File: config.mk
export PLATFORM = sky130hd
export DESIGN_NAME = hazard_control_unit_flat
export DESIGN_NICKNAME = d
export VERILOG_FILES = /design/src/rtl/hazard_control_unit_if.sv /design/src/rtl/hazard_control_unit.sv /design/src/flat_wrapper.sv
export SDC_FILE = /design/constraint.sdc
export NUM_CORES = 1
export LEC_CHECK = 0
export ABC_CLOCK_PERIOD_IN_PS = 1500
export CAP_MARGIN = 20
export CORE_AREA = 3 3 43 45
export CTS_CLUSTER_DIAMETER = 120
export DETAILED_ROUTE_END_ITERATION = 7
export DIE_AREA = 0 0 46 48
export HOLD_SLACK_MARGIN = 0.02
export PLACE_DENSITY = 0.84
export SYNTH_ARGS = -nofsm -noshare
export SYNTH_HDL_FRONTEND = slang
export SYNTH_SLANG_ARGS = --single-unit
File: constraint.sdc
create_clock -name clk -period 1.5 [get_ports clk]
set_input_delay 0.15 -clock clk [delete_from_list [all_inputs] [get_ports clk]]
set_output_delay 0.15 -clock clk [all_outputs]
set_load 0.05 [all_outputs]
File: src/rtl/hazard_control_unit_if.sv
// Hazard-unit bundle: pipeline status in, stage enables/flushes out.
// master = pipeline datapath side, slave = hazard_control_unit.
interface hazard_control_unit_if #(
    parameter int REG_W = 5
);
    logic             mem_read_ex;
    logic [REG_W-1:0] rt_ex;
    logic [REG_W-1:0] rs_id;
    logic [REG_W-1:0] rt_id;
    logic             uses_rt_id;
    logic             jump_id;
    logic             branch_taken_ex;
    logic             mem_access_mem;
    logic             dmem_ready;

    logic             pc_write;
    logic             if_id_write;
    logic             id_ex_bubble;
    logic             if_id_flush;
    logic             id_ex_flush;
    logic             pipe_freeze;

    modport master (
        output mem_read_ex, rt_ex, rs_id, rt_id, uses_rt_id,
               jump_id, branch_taken_ex, mem_access_mem, dmem_ready,
        input  pc_write, if_id_write, id_ex_bubble,
               if_id_flush, id_ex_flush, pipe_freeze
    );

    modport slave (
        input  mem_read_ex, rt_ex, rs_id, rt_id, uses_rt_id,
               jump_id, branch_taken_ex, mem_access_mem, dmem_ready,
        output pc_write, if_id_write, id_ex_bubble,
               if_id_flush, id_ex_flush, pipe_freeze
    );
endinterface

File: src/rtl/hazard_control_unit.sv
// Load-use stall / memory freeze / control flush controller for the 5-stage MIPS pipe.
// Optional perf counters (stall_cnt, flush_cnt) exist only when HAZARD_PERF_CNT_EN is defined.
module hazard_control_unit #(
    parameter int REG_W        = 5,
    parameter int LOAD_LATENCY = 1,
    parameter int CNT_W        = 32
) (
    input  logic                 clk,
    input  logic                 reset,
    hazard_control_unit_if.slave hz
`ifdef HAZARD_PERF_CNT_EN
    ,
    output logic [CNT_W-1:0]     stall_cnt,
    output logic [CNT_W-1:0]     flush_cnt
`endif
);

    typedef enum logic [1:0] {
        RUN        = 2'd0,
        LOAD_STALL = 2'd1,
        MEM_WAIT   = 2'd2
    } state_e;

    localparam logic [2:0] LCNT_INIT = 3'(LOAD_LATENCY - 1);

    state_e     state_q, state_d;
    state_e     saved_q, saved_d;
    state_e     eff_state;
    logic [2:0] lcnt_q, lcnt_d;

    logic [REG_W-1:0] rt_ex, rs_id, rt_id;
    logic             hazard;
    logic             freeze;

    logic pc_write_c, if_id_write_c, bubble_c, if_id_flush_c, id_ex_flush_c, freeze_c;

    assign rt_ex = hz.rt_ex;
    assign rs_id = hz.rs_id;
    assign rt_id = hz.rt_id;

    assign hazard = hz.mem_read_ex && (rt_ex != {REG_W{1'b0}}) &&
                    ((rt_ex == rs_id) || (hz.uses_rt_id && (rt_ex == rt_id)));
    assign freeze = hz.mem_access_mem && !hz.dmem_ready;

    // While waiting on memory the pre-freeze state lives in saved_q and resumes transparently.
    assign eff_state = (state_q == MEM_WAIT) ? saved_q : state_q;

    // NOTE: every signal gets a default before any branch so no path can infer a latch.
    always_comb begin
        state_d       = state_q;
        saved_d       = saved_q;
        lcnt_d        = lcnt_q;
        pc_write_c    = 1'b1;
        if_id_write_c = 1'b1;
        bubble_c      = 1'b0;
        if_id_flush_c = 1'b0;
        id_ex_flush_c = 1'b0;
        freeze_c      = 1'b0;

        if (freeze) begin
            freeze_c      = 1'b1;
            pc_write_c    = 1'b0;
            if_id_write_c = 1'b0;
            if (state_q != MEM_WAIT) begin
                saved_d = state_q;
            end
            state_d = MEM_WAIT;
        end else begin
            state_d = eff_state;
            if (hz.branch_taken_ex) begin
                if_id_flush_c = 1'b1;
                id_ex_flush_c = 1'b1;
                state_d       = RUN;
                lcnt_d        = 3'd0;
            end else if (eff_state == LOAD_STALL) begin
                pc_write_c    = 1'b0;
                if_id_write_c = 1'b0;
                bubble_c      = 1'b1;
                lcnt_d        = lcnt_q - 3'd1;
                if (lcnt_q <= 3'd1) begin
                    state_d = RUN;
                    lcnt_d  = 3'd0;
                end
            end else if (hazard) begin
                pc_write_c    = 1'b0;
                if_id_write_c = 1'b0;
                bubble_c      = 1'b1;
                if (LOAD_LATENCY > 1) begin
                    lcnt_d  = LCNT_INIT;
                    state_d = LOAD_STALL;
                end
            end else if (hz.jump_id) begin
                if_id_flush_c = 1'b1;
            end
        end
    end

    // NOTE: state registers use non-blocking assignments so every flop samples pre-edge values.
    always_ff @(posedge clk or negedge reset) begin
        if (!reset) begin
            state_q <= RUN;
            saved_q <= RUN;
            lcnt_q  <= 3'd0;
        end else begin
            state_q <= state_d;
            saved_q <= saved_d;
            lcnt_q  <= lcnt_d;
        end
    end

    // Reset holds the whole pipe, PC included.
    assign hz.pc_write     = reset && pc_write_c;
    assign hz.if_id_write  = reset && if_id_write_c;
    assign hz.id_ex_bubble = reset && bubble_c;
    assign hz.if_id_flush  = reset && if_id_flush_c;
    assign hz.id_ex_flush  = reset && id_ex_flush_c;
    assign hz.pipe_freeze  = reset && freeze_c;

`ifdef HAZARD_PERF_CNT_EN
    logic [CNT_W-1:0] stall_cnt_q, stall_cnt_d;
    logic [CNT_W-1:0] flush_cnt_q, flush_cnt_d;

    always_comb begin
        stall_cnt_d = stall_cnt_q;
        flush_cnt_d = flush_cnt_q;
        if ((bubble_c || freeze_c) && (stall_cnt_q != {CNT_W{1'b1}})) begin
            stall_cnt_d = stall_cnt_q + 1'b1;
        end
        if (if_id_flush_c && (flush_cnt_q != {CNT_W{1'b1}})) begin
            flush_cnt_d = flush_cnt_q + 1'b1;
        end
    end

    always_ff @(posedge clk or negedge reset) begin
        if (!reset) begin
            stall_cnt_q <= '0;
            flush_cnt_q <= '0;
        end else begin
            stall_cnt_q <= stall_cnt_d;
            flush_cnt_q <= flush_cnt_d;
        end
    end

    assign stall_cnt = stall_cnt_q;
    assign flush_cnt = flush_cnt_q;
`endif

endmodule

File: src/flat_wrapper.sv
// flat-port wrapper written by rule: the top's interface ports become plain ports
module hazard_control_unit_flat 
#(
    parameter int REG_W        = 5,
    parameter int LOAD_LATENCY = 1,
    parameter int CNT_W        = 32
)
  (clk, reset, hz_mem_read_ex, hz_rt_ex, hz_rs_id, hz_rt_id, hz_uses_rt_id, hz_jump_id, hz_branch_taken_ex, hz_mem_access_mem, hz_dmem_ready, hz_pc_write, hz_if_id_write, hz_id_ex_bubble, hz_if_id_flush, hz_id_ex_flush, hz_pipe_freeze);
  hazard_control_unit_if #(.REG_W(REG_W)) hz_i ();
  input  logic clk;
  input  logic reset;
  input wire logic [$bits(hz_i.mem_read_ex)-1:0] hz_mem_read_ex;
  input wire logic [$bits(hz_i.rt_ex)-1:0] hz_rt_ex;
  input wire logic [$bits(hz_i.rs_id)-1:0] hz_rs_id;
  input wire logic [$bits(hz_i.rt_id)-1:0] hz_rt_id;
  input wire logic [$bits(hz_i.uses_rt_id)-1:0] hz_uses_rt_id;
  input wire logic [$bits(hz_i.jump_id)-1:0] hz_jump_id;
  input wire logic [$bits(hz_i.branch_taken_ex)-1:0] hz_branch_taken_ex;
  input wire logic [$bits(hz_i.mem_access_mem)-1:0] hz_mem_access_mem;
  input wire logic [$bits(hz_i.dmem_ready)-1:0] hz_dmem_ready;
  output wire logic [$bits(hz_i.pc_write)-1:0] hz_pc_write;
  output wire logic [$bits(hz_i.if_id_write)-1:0] hz_if_id_write;
  output wire logic [$bits(hz_i.id_ex_bubble)-1:0] hz_id_ex_bubble;
  output wire logic [$bits(hz_i.if_id_flush)-1:0] hz_if_id_flush;
  output wire logic [$bits(hz_i.id_ex_flush)-1:0] hz_id_ex_flush;
  output wire logic [$bits(hz_i.pipe_freeze)-1:0] hz_pipe_freeze;
  assign hz_i.mem_read_ex = hz_mem_read_ex;
  assign hz_i.rt_ex = hz_rt_ex;
  assign hz_i.rs_id = hz_rs_id;
  assign hz_i.rt_id = hz_rt_id;
  assign hz_i.uses_rt_id = hz_uses_rt_id;
  assign hz_i.jump_id = hz_jump_id;
  assign hz_i.branch_taken_ex = hz_branch_taken_ex;
  assign hz_i.mem_access_mem = hz_mem_access_mem;
  assign hz_i.dmem_ready = hz_dmem_ready;
  assign hz_pc_write = hz_i.pc_write;
  assign hz_if_id_write = hz_i.if_id_write;
  assign hz_id_ex_bubble = hz_i.id_ex_bubble;
  assign hz_if_id_flush = hz_i.if_id_flush;
  assign hz_id_ex_flush = hz_i.id_ex_flush;
  assign hz_pipe_freeze = hz_i.pipe_freeze;
  hazard_control_unit #(.REG_W(REG_W), .LOAD_LATENCY(LOAD_LATENCY), .CNT_W(CNT_W)) u_core (.clk(clk), .reset(reset), .hz(hz_i));
endmodule
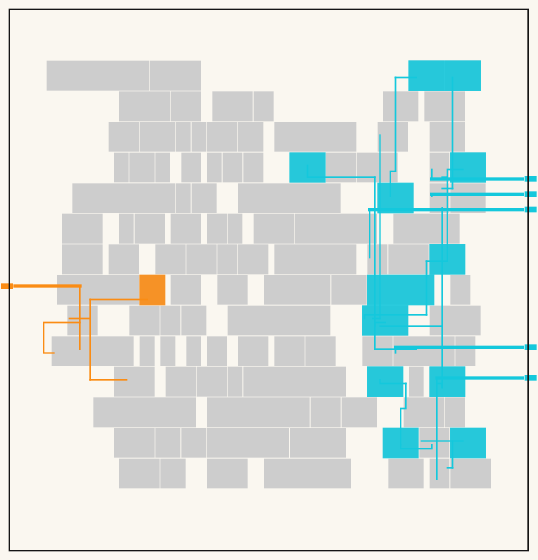
Figure 1: run 1, wires at chosen ports, followed through buffers.
| color | port | bits | direction | edge | end cells | wire |
|---|---|---|---|---|---|---|
| cyan | hz_rt_ex | 5 | input | right | 12 | 194 µm |
| orange | hz_id_ex_flush | 1 | output | left | 1 | 35.5 µm |

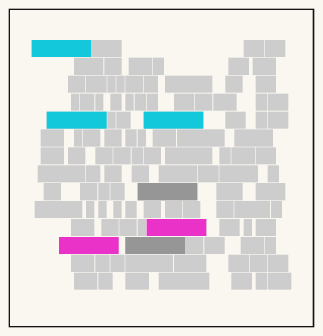
Figure 2: run 1, sequential cells colored by netlist name.
| color | signal | placed flops |
|---|---|---|
| cyan | u_core.lcnt_q | 3 |
| magenta | u_core.saved_q | 2 |

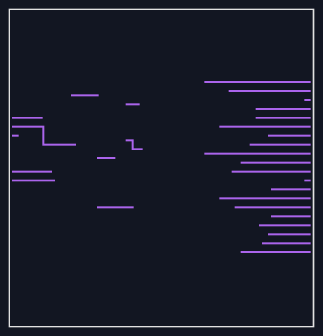
Figure 3: run 1, the metal 3 layer.
nets with wire on the layer: 28
main direction: horizontal
wire length on this layer: 226 µm
longest straight run: 15.9 µm
share of all routed wire: 13%

==> impl_metrics.csv, run 1 <==
group,metric,value,unit
sta,fmax,582,MHz
sta,fin_worst_skew,0.00389,ns
routing,wl,1.78,mm
cts,root_buffer,"clkbuf_4",
cts,cts.path.max_buffers,2,
synthesis,netlist_area,556,µm²
grt,grt_max_degree,10,
finish,drive_above_1_share,41.1,%
floorplanning,io_pins,29,
power_and_ir_drop,switchingPower,0.000261,W
setup_path,cp_max_fo,2,
floorplanning,rows,14,
power_and_ir_drop,p_comb,0.000344,W
sta,drv_slew,0,
sta,fin_ws,-0.217,ns
floorplanning,die_y,48,µm
setup_path,r2r_slack,-0.11,ns
floorplanning,core,1510,µm²
floorplanning,die-area,2210,µm²
setup_path,arrival,1.57,ns
routing,wl_per_cell,13.9,µm
place,gp_congestion,0.862,
cts,numCtsBuffers,3,
power_and_ir_drop,p_comb_share,46.1,%
finish,fillCellCount,125,
synthesis,synth.cellmix.adderShare,4.50,%
synthesis,avgSynthCellArea,8.42,µm²
synthesis,synth_cells,66,
place,placed_area,1010,µm²
grt,grt_overflow,0,
setup_path,worstPathRequired,1.35,ns
synthesis,ys.flop_type,"dfrtp_1",
sta,final-setup-viol-count,7,
routing,drc,0,
finish,diodes,0,
grt,antenna_found_initial,0,
synthesis,yosysWarningCount,0,
setup_path,reg2regPathDepth,6,
cts,cts_max_level,1,
synthesis,mux_share,0,%
cts,cts_tree,"yes",
flow_run,warnings,30,
setup_path,startpoint,"hz_rt_id[0]",
synthesis,compound_area_share,23.6,%
floorplanning,initCoreUtil,36.9,%
finish,lay_top_count,"buf_4",
setup_path,rr_startpoint,"u_core.state_q[0]$_DFF_PN0_",
synthesis,async_flop_share,100,%
power_and_ir_drop,irDropWorstVdd,499,µV
synthesis,yosysUniqueCellTypes,28,
finish,final-instance-count-excl-fill,128,
sta,fin_crit_sh,114,%
sta,rsz0062_at_grt,"yes",
finish,area_delta_synth_final,95.9,%
cts,clk_latency,0.26,ns
synthesis,xor_share,15.8,%
cts,cts.reportedPaths.clkPinSlew,0.05,ns
finish,final_cell_mix,"buf_4, xor2_1, clkdlybuf4s50_1",
synthesis,yosys_register_bits,7,
power_and_ir_drop,p_int,0.000484,W
place,pre_cts_slack,-0.574,ns
place,dp_hpwl,1.33,mm
power_and_ir_drop,power_density,685,nW/µm²
setup_path,crit_type,"in2out",
synthesis,edf_count,0,
synthesis,ys_sh_simple,21.2,%
synthesis,ys_seq_share,31.5,%
power_and_ir_drop,seqPwrFrac,30.0,%
routing,routed_via_density,5.30,
grt,grt_use_total,17.5,%
run_status,status,"finished with violations",
routing,dr_total_vias,678,
finish,final_area,1090,µm²
routing,antenna_left,0,
cts,numClockSinks,7,
place,port_buffers,28,
setup_path,cp-endpoint,"hz_if_id_flush",
power_and_ir_drop,p_seq,0.000223,W
synthesis,ys_area,556,µm²
setup_path,cp-end-kind,"primary output",
grt,grt_first_pass_wirelength,2.75,mm
power_and_ir_drop,power_frac_clock,23.9,%
finish,postLayoutCoreUtil,72.3,%
power_and_ir_drop,leakage,0.497,nW
synthesis,synth_nets,91,
flow_run,cap_violations,0,
sta,max-slew-margin-rel,81.6,%
sta,fin_tns_setup,-0.958,ns
power_and_ir_drop,pg_clk,0.000178,W
min_path,hp-class,"in2async",
power_and_ir_drop,power_top_consumer,"combinational cells",
routing,drt_iter0_drc,18,
finish,fin_nets,138,
sta,post-route-min-period,1.72,ns
synthesis,top_logic_kind,"AND-OR/OR-AND gates",
routing,firstDrtPassIters,4,
run_status,violations,"setup timing",
grt,grt_pass1_vias,696,
place,placedCellCount,120,
synthesis,yosysCellCount,66,
setup_path,startpoint_type,"input port",
run 1: routing by layer:
layer | vias to the layer above | global-route usage (%) | share of wire [%]
li1 | 325 | - | -
met1 | 318 | 17.0 | 34
met2 | 32 | 33.0 | 52
met3 | 3 | 5.64 | 13
met4 | 0 | 8.52 | 0.95
met5 | - | 0 | 0
run 1: flip-flops by register name, indices dropped and copies added (netlist names):
signal          count
u_core.state_q      2
u_core.lcnt_q       3
u_core.saved_q      2
run 1: synthesized netlist by cell type (all sizes together), types with 2 or more instances:
cell    instances  area, µm²
nand2b          2       12.5
nand2           6       22.5
inv             3       11.3
o21ai           8       40.0
nor2b           2       12.5
xor2            9       78.8
nor2            6       22.5
dfrtp           7        175
a21oi           2       10.0
nor3            3       15.0
ha              2       25.0
run 1: critical path: stages:
cell and delay (ns):
clkdlybuf4s50_1 0.47, xnor2_1 0.13, a32oi_2 0.15, o21a_1 0.24, a41o_1 0.27, buf_12 0.15
run 1: repair_timing:
action / CTS / global route
resized: 37 / 14
endpoints found under the hold margin: 0 / 0
gates cloned: 0 / 0
hold buffers: 0 / 0
setup buffers: 3 / 1
pin swaps: 15 / 7
endpoints found under the setup margin: 4 / 8
run 1: stage by stage:
stage               hold WS, ns  total power (W)
floorplan                -0.146         0.000398
global placement          0.478         0.000559
detailed placement        0.472         0.000572
CTS                       0.200         0.000741
global route              0.240         0.000796
finish                    0.227         0.000745
run 1: final cells by class:
type	instances	area (µm²)	share of cell area, %
multi-input cells	55	439	40.3
repair buffers	43	417	38.3
flip-flops and latches	7	175	16.1
clock buffers	4	26.3	2.41
well taps	16	20.0	1.84
inverters	3	11.3	1.03
==> run 2: changes to the inputs <==
--- a/config.mk
+++ b/config.mk
@@ -11,7 +11,7 @@
 export CTS_CLUSTER_DIAMETER = 120
 export DETAILED_ROUTE_END_ITERATION = 7
 export DIE_AREA = 0 0 46 48
-export HOLD_SLACK_MARGIN = 0.02
+export HOLD_SLACK_MARGIN = 0.06
 export PLACE_DENSITY = 0.84
 export SYNTH_ARGS = -nofsm -noshare
 export SYNTH_HDL_FRONTEND = slang
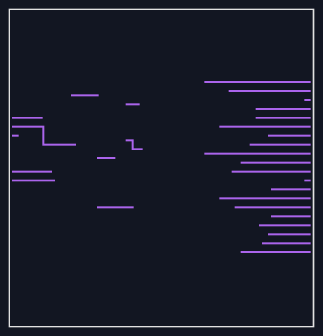
Figure 4: run 2, the metal 3 layer.
wire length on this layer: 226 µm
nets with wire on the layer: 28
DRT Wirelength: 1.78 mm
M3 GR Usage: 5.64%
vias: 678

==> run 2 against run 1 <==
Effect of this change:
- sequential cell count unchanged
- first-iteration DRC count unchanged
- area after synthesis unchanged
- critical path depth unchanged
- non-clock buffer count unchanged
- clock skew unchanged
- largest cell class unchanged
- cell area unchanged
- critical path type unchanged
- via count unchanged
- sequential power about the same
- largest power group unchanged
- power unchanged
- the run still ends with setup timing left
- routed wire length unchanged
==> impl_metrics.csv, run 2 <==
group,metric,value,unit
run_status,status,"finished with violations",
run_status,violations,"setup timing",
place,dp_hpwl,1.33,mm
setup_path,cp-end-kind,"primary output",
power_and_ir_drop,power_density,685,nW/µm²
setup_path,critical-path-top-delay-family,"AND-OR/OR-AND gates",
sta,post-route-min-period,1.72,ns
synthesis,yosys_register_bits,7,
power_and_ir_drop,power_top_consumer,"combinational cells",
synthesis,yosysUniqueCellTypes,28,
power_and_ir_drop,irDropWorstVdd,499,µV
setup_path,cp_num_buf_inv,2,
grt,grt_pass1_vias,696,
finish,area_delta_synth_final,95.9,%
setup_path,critPathSlowestCell,"clkdlybuf4s50_1",
synthesis,async_flop_share,100,%
synthesis,synth_nets,91,
setup_path,cp_max_fo,2,
setup_path,arrival,1.57,ns
sta,rsz0062_at_grt,"yes",
setup_path,max_stage_delay,0.47,ns
synthesis,avgSynthCellArea,8.42,µm²
cts,cts.reportedPaths.clkPinSlew,0.05,ns
finish,reg_top3,"u_core.lcnt_q (3), u_core.saved_q (2), u_core.state_q (2)",
finish,largest-register,"u_core.lcnt_q",
cts,root_buffer,"clkbuf_4",
power_and_ir_drop,p_comb,0.000344,W
sta,fin_worst_skew,0.00389,ns
cts,numCtsBuffers,3,
floorplanning,die-area,2210,µm²
power_and_ir_drop,power_frac_clock,23.9,%
power_and_ir_drop,p_int,0.000484,W
synthesis,synth_top_cell_by_count,"xor2_1",
sta,worst_hold_slack,0.227,ns
sta,fin_ws,-0.217,ns
cts,cts_hold_buf,0,
min_path,hp-class,"in2async",
finish,final_area,1090,µm²
sta,fmax,582,MHz
routing,drt_iter0_drc,18,
routing,antenna_left,0,
setup_path,worstPathRequired,1.35,ns
grt,grt_use_total,17.5,%
sta,final-setup-viol-count,7,
place,placed_area,1010,µm²
power_and_ir_drop,leakage,0.497,nW
setup_path,crit_type,"in2out",
grt,grt_first_pass_wirelength,2.75,mm
finish,largest_reg_flops,3,
finish,final_cell_mix,"buf_4, xor2_1, clkdlybuf4s50_1",
synthesis,edf_count,0,
synthesis,yosysCellCount,66,
setup_path,rr_startpoint,"u_core.state_q[0]$_DFF_PN0_",
synthesis,ys_area,556,µm²
grt,grt_overflow,0,
cts,numClockSinks,7,
power_and_ir_drop,p_seq,0.000223,W
power_and_ir_drop,pg_clk,0.000178,W
finish,lay_top_count,"buf_4",
sta,drv_slew,0,
grt,grt_max_degree,10,
routing,firstDrtPassIters,4,
finish,diodes,0,
synthesis,synth_cells,66,
sta,max-slew-margin-rel,81.6,%
cts,cts_post_setup_buffers_inserted,3,
power_and_ir_drop,finalPower,0.000745,W
finish,drive_above_1_share,41.1,%
floorplanning,die_y,48,µm
power_and_ir_drop,p_comb_share,46.1,%
synthesis,yosysWarningCount,0,
setup_path,r2r_slack,-0.11,ns
flow_run,warnings,30,
synthesis,ys_seq_share,31.5,%
routing,drc,0,
routing,wl_per_cell,13.9,µm
synthesis,netlist_area,556,µm²
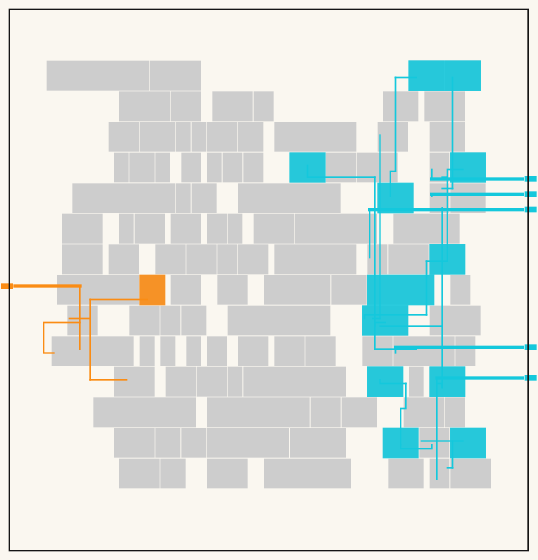
Figure 5: run 2, wires at chosen ports, followed through buffers.
| color | port | bits | direction | edge | end cells | wire |
|---|---|---|---|---|---|---|
| orange | hz_id_ex_flush | 1 | output | left | 1 | 35.5 µm |
| cyan | hz_rt_ex | 5 | input | right | 12 | 194 µm |
port bufs: 28
I/O pin count: 29

## run 2: cell counts after synthesis
No cell type changed its count.
## run 2: cell type report
type	instances	area (µm²)	share of cell area (%)
clock buffer	4	26.3	2.41
inverter	3	11.3	1.03
multi-input combinational	55	439	40.3
sequential	7	175	16.1
tap	16	20.0	1.84
timing repair buffer	43	417	38.3
## run 2: layer usage
metal	wire length, µm	track usage [%]
met1	608	17.0
met2	931	33.0
met3	226	5.64
met4	17	8.52
met5	0	0
## run 2: stage by stage
step	setup TNS [ns]	util, %	std cells	worst slack (ns)
floorplan	-0.404	-	66	-0.159
global placement	-1.86	67.0	120	-0.507
detailed placement	-2.04	67.0	120	-0.574
CTS	-0.947	69.8	127	-0.206
global route	-1.44	72.3	128	-0.289
finish	-0.958	72.3	128	-0.217
## run 2: kinds of logic (layout without fill, tap and decap cells)
logic type / Yosys count / count (layout) / synth area share (%)
AND-OR/OR-AND: 20 / 20 / 23.7
buffers and inverters: 4 / 50 / 3.38
XOR/XNOR: 10 / 10 / 15.8
flip-flops: 7 / 7 / 31.5
adder cells (fa/ha/maj): 2 / 2 / 4.50
AND/OR/NAND/NOR: 23 / 23 / 21.2
## run 2: worst max-delay path by stage
stage | end | cells after the start | slack (ns) | from
2_1_floorplan | hz_pc_write | 5 | -0.16 | hz_rt_ex[0]
3_3_place_gp | hz_if_id_flush | 7 | -0.51 | hz_rt_ex[3]
3_5_place_dp | hz_if_id_flush | 6 | -0.57 | hz_rt_ex[2]
4_1_cts | hz_pc_write | 9 | -0.21 | hz_rt_ex[1]
5_1_grt | hz_if_id_flush | 7 | -0.29 | hz_rt_ex[3]
6_report | hz_if_id_flush | 6 | -0.22 | hz_rt_id[0]
Figure 6. Routed metal per tile (run 2).
9 x 10 tiles, from black (low) to pale yellow (high), scaled to the fullest tile. Values are wire area over tile area, all layers added.
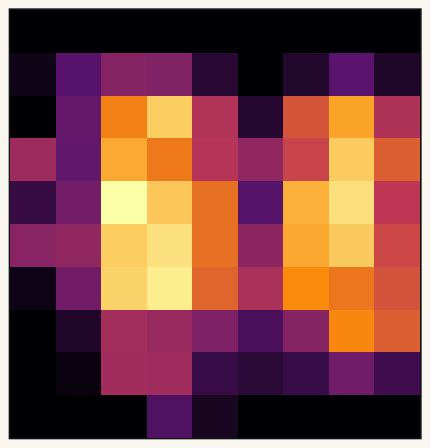

==> run 3: changes to the inputs <==
--- a/config.mk
+++ b/config.mk
@@ -13,6 +13,7 @@
 export DIE_AREA = 0 0 46 48
 export HOLD_SLACK_MARGIN = 0.06
 export PLACE_DENSITY = 0.84
+export SETUP_SLACK_MARGIN = 0.05
 export SYNTH_ARGS = -nofsm -noshare
 export SYNTH_HDL_FRONTEND = slang
 export SYNTH_SLANG_ARGS = --single-unit
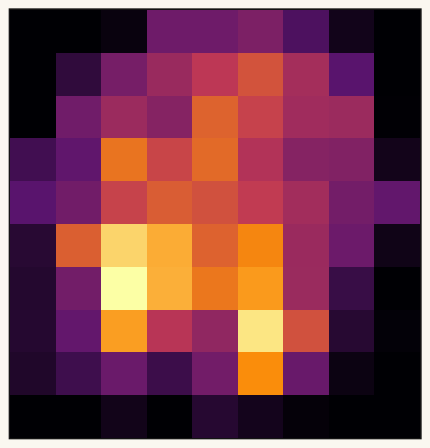
Figure 7: run 3, routed metal per tile.
9 x 10 tiles, from black (low) to pale yellow (high), scaled to the fullest tile. Values are wire area over tile area, all layers added.
mean over tiles: 0.17
tiles over half the peak: 26%
fullest tile: 0.53
densest ninth of the die: center
drt wl/cell: 18.1 µm
GR Util All Layers: 22.6%

==> run 3 against run 2 <==
Effect of this change:
- the run still ends with setup timing left
- power rose by 10%
- cell count rose by 2.3%
- count of clock-buffer cells in the layout did not move
- via count rose by 8.1%
- die size did not move
- critical path depth fell by 1
- cell area rose by 9.2%
- maximum frequency barely moved
- largest power group unchanged
- register-to-register slack got worse by 0.02 ns
- sequential share of layout area fell by 1.4 points
==> impl_metrics.csv, run 3 <==
group,metric,value,unit
power_and_ir_drop,power_density,691,nW/µm²
routing,wl,2.37,mm
cts,cts_tree,"yes",
flow_run,cap_violations,0,
cts,cts_max_level,1,
grt,grt_max_degree,10,
floorplanning,die-area,2210,µm²
synthesis,netlist_area,556,µm²
run_status,violations,"setup timing",
setup_path,cp-end-kind,"primary output",
finish,fin_nets,141,
place,port_buffers,28,
synthesis,synth_top_cell_by_count,"xor2_1",
place,dp_hpwl,1.62,mm
finish,design.seq.count,7,
place,gp_congestion,0.777,
power_and_ir_drop,switchingPower,0.000311,W
synthesis,yosysCellCount,66,
finish,postLayoutCoreUtil,78.9,%
power_and_ir_drop,finalPower,0.000821,W
synthesis,async_flop_share,100,%
synthesis,yosysWarningCount,0,
place,pre_cts_slack,-0.517,ns
synthesis,yosysUniqueCellTypes,28,
power_and_ir_drop,power_frac_clock,22.7,%
sta,max-slew-margin-rel,82.6,%
finish,clock_buffers,4,
finish,logic_area,519,µm²
sta,fin_ws,-0.219,ns
power_and_ir_drop,p_int,0.000510,W
finish,reg_top3,"u_core.lcnt_q (3), u_core.saved_q (2), u_core.state_q (2)",
synthesis,synthTopCellsByCount,"xor2_1, dfrtp_1, nand2_1, nor2_1, o21ai_0",
floorplanning,initCoreUtil,36.9,%
sta,fmax,582,MHz
synthesis,ys_seq_share,31.5,%
floorplanning,rows,14,
power_and_ir_drop,irDropWorstVdd,733,µV
finish,diodes,0,
finish,area_delta_synth_final,114,%
cts,clk_latency,0.26,ns
synthesis,ys.flop_type,"dfrtp_1",
run_status,status,"finished with violations",
sta,worst_hold_slack,0.315,ns
place,placed_area,1050,µm²
cts,root_buffer,"clkbuf_4",
synthesis,synth_nets,91,
routing,drc,0,
cts,cts.reportedPaths.clkPinSlew,0.06,ns
routing,drt_iter0_drc,11,
synthesis,edf_count,0,
sta,fin_tns_setup,-1.13,ns
setup_path,max_stage_delay,0.42,ns
routing,dr_total_vias,733,
finish,nNonClkInverters,3,
cts,cts_hold_buf,0,
finish,area_share_clock_buf_inv,2.21,%
power_and_ir_drop,leakage,0.558,nW
finish,lay_top_count,"buf_4",
routing,firstDrtPassIters,4,
finish,final_cell_mix,"buf_4, xor2_1, clkdlybuf4s50_1, dfrtp_1, buf_12",
sta,rsz0062_at_grt,"yes",
grt,grt_pass1_vias,761,
min_path,hp-class,"in2async",
sta,final-setup-viol-count,7,
synthesis,top_area_share,31.5,%
routing,antenna_left,0,
sta,drv_slew,0,
place,placedCellCount,123,
sta,post-route-min-period,1.72,ns
floorplanning,taps,16,
cts,numCtsBuffers,3,
finish,fillCellCount,91,
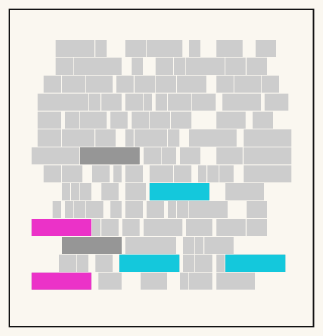
Figure 8: run 3, sequential cells colored by netlist name.
| color | signal | placed flops |
|---|---|---|
| magenta | u_core.saved_q | 2 |
| cyan | u_core.lcnt_q | 3 |
Storage cell area: 175 µm²
fraction of area in registers: 14.7%

==> run 3: path summary, 6_finish.rpt <==
kind,startpoint,endpoint,slack (ns),depth (start not counted)
max in group asynchronous,reset,u_core.saved_q[0]$_DFFE_PN0P_,1.05,2
setup reg to reg,u_core.state_q[0]$_DFF_PN0_,u_core.lcnt_q[0]$_DFFE_PN0P_,-0.13,6
setup / recovery,u_core.state_q[0]$_DFF_PN0_,hz_pc_write,-0.22,5
hold reg to reg,u_core.lcnt_q[1]$_DFFE_PN0P_,u_core.lcnt_q[1]$_DFFE_PN0P_,0.55,2
hold / removal,reset,u_core.state_q[1]$_DFF_PN0_,0.32,2
min in group clk,u_core.lcnt_q[1]$_DFFE_PN0P_,u_core.lcnt_q[1]$_DFFE_PN0P_,0.55,2
==> run 3: logic make-up (layout without fill, tap and decap cells) <==
kind of cell	count (synthesis)	count (layout)	synth area share, %
simple gates	23	23	21.2
fa+ha+maj	2	2	4.50
compound gates	20	20	23.7
buf+inv	4	53	3.38
flops	7	7	31.5
xor+xnor	10	10	15.8
==> run 3: routing by layer <==
metal / share of wire, % / GRT usage (%)
met5: 0 / 0
met4: 3.9 / 10.8
met3: 3.3 / 2.63
met2: 58 / 43.7
met1: 35 / 23.9
==> run 3: what timing repair did <==
item                       in CTS  in global routing
buffers inserted                3                  1
resized                        44                 20
setup endpoints to repair       6                  9
pin swaps                      17                  8
==> run 3: critical path: cells and delay by family, from the launching register on <==
| family | cells | cell delay (ns) |
|---|---|---|
| AOI/OAI and AO/OA | 3 | 0.56 |
| buffers and inverters | 1 | 0.17 |
| DFF | 1 | 0.42 |
| and+or+nand+nor | 1 | 0.16 |
No activity file was given, so power comes from the tool's default toggle rates.
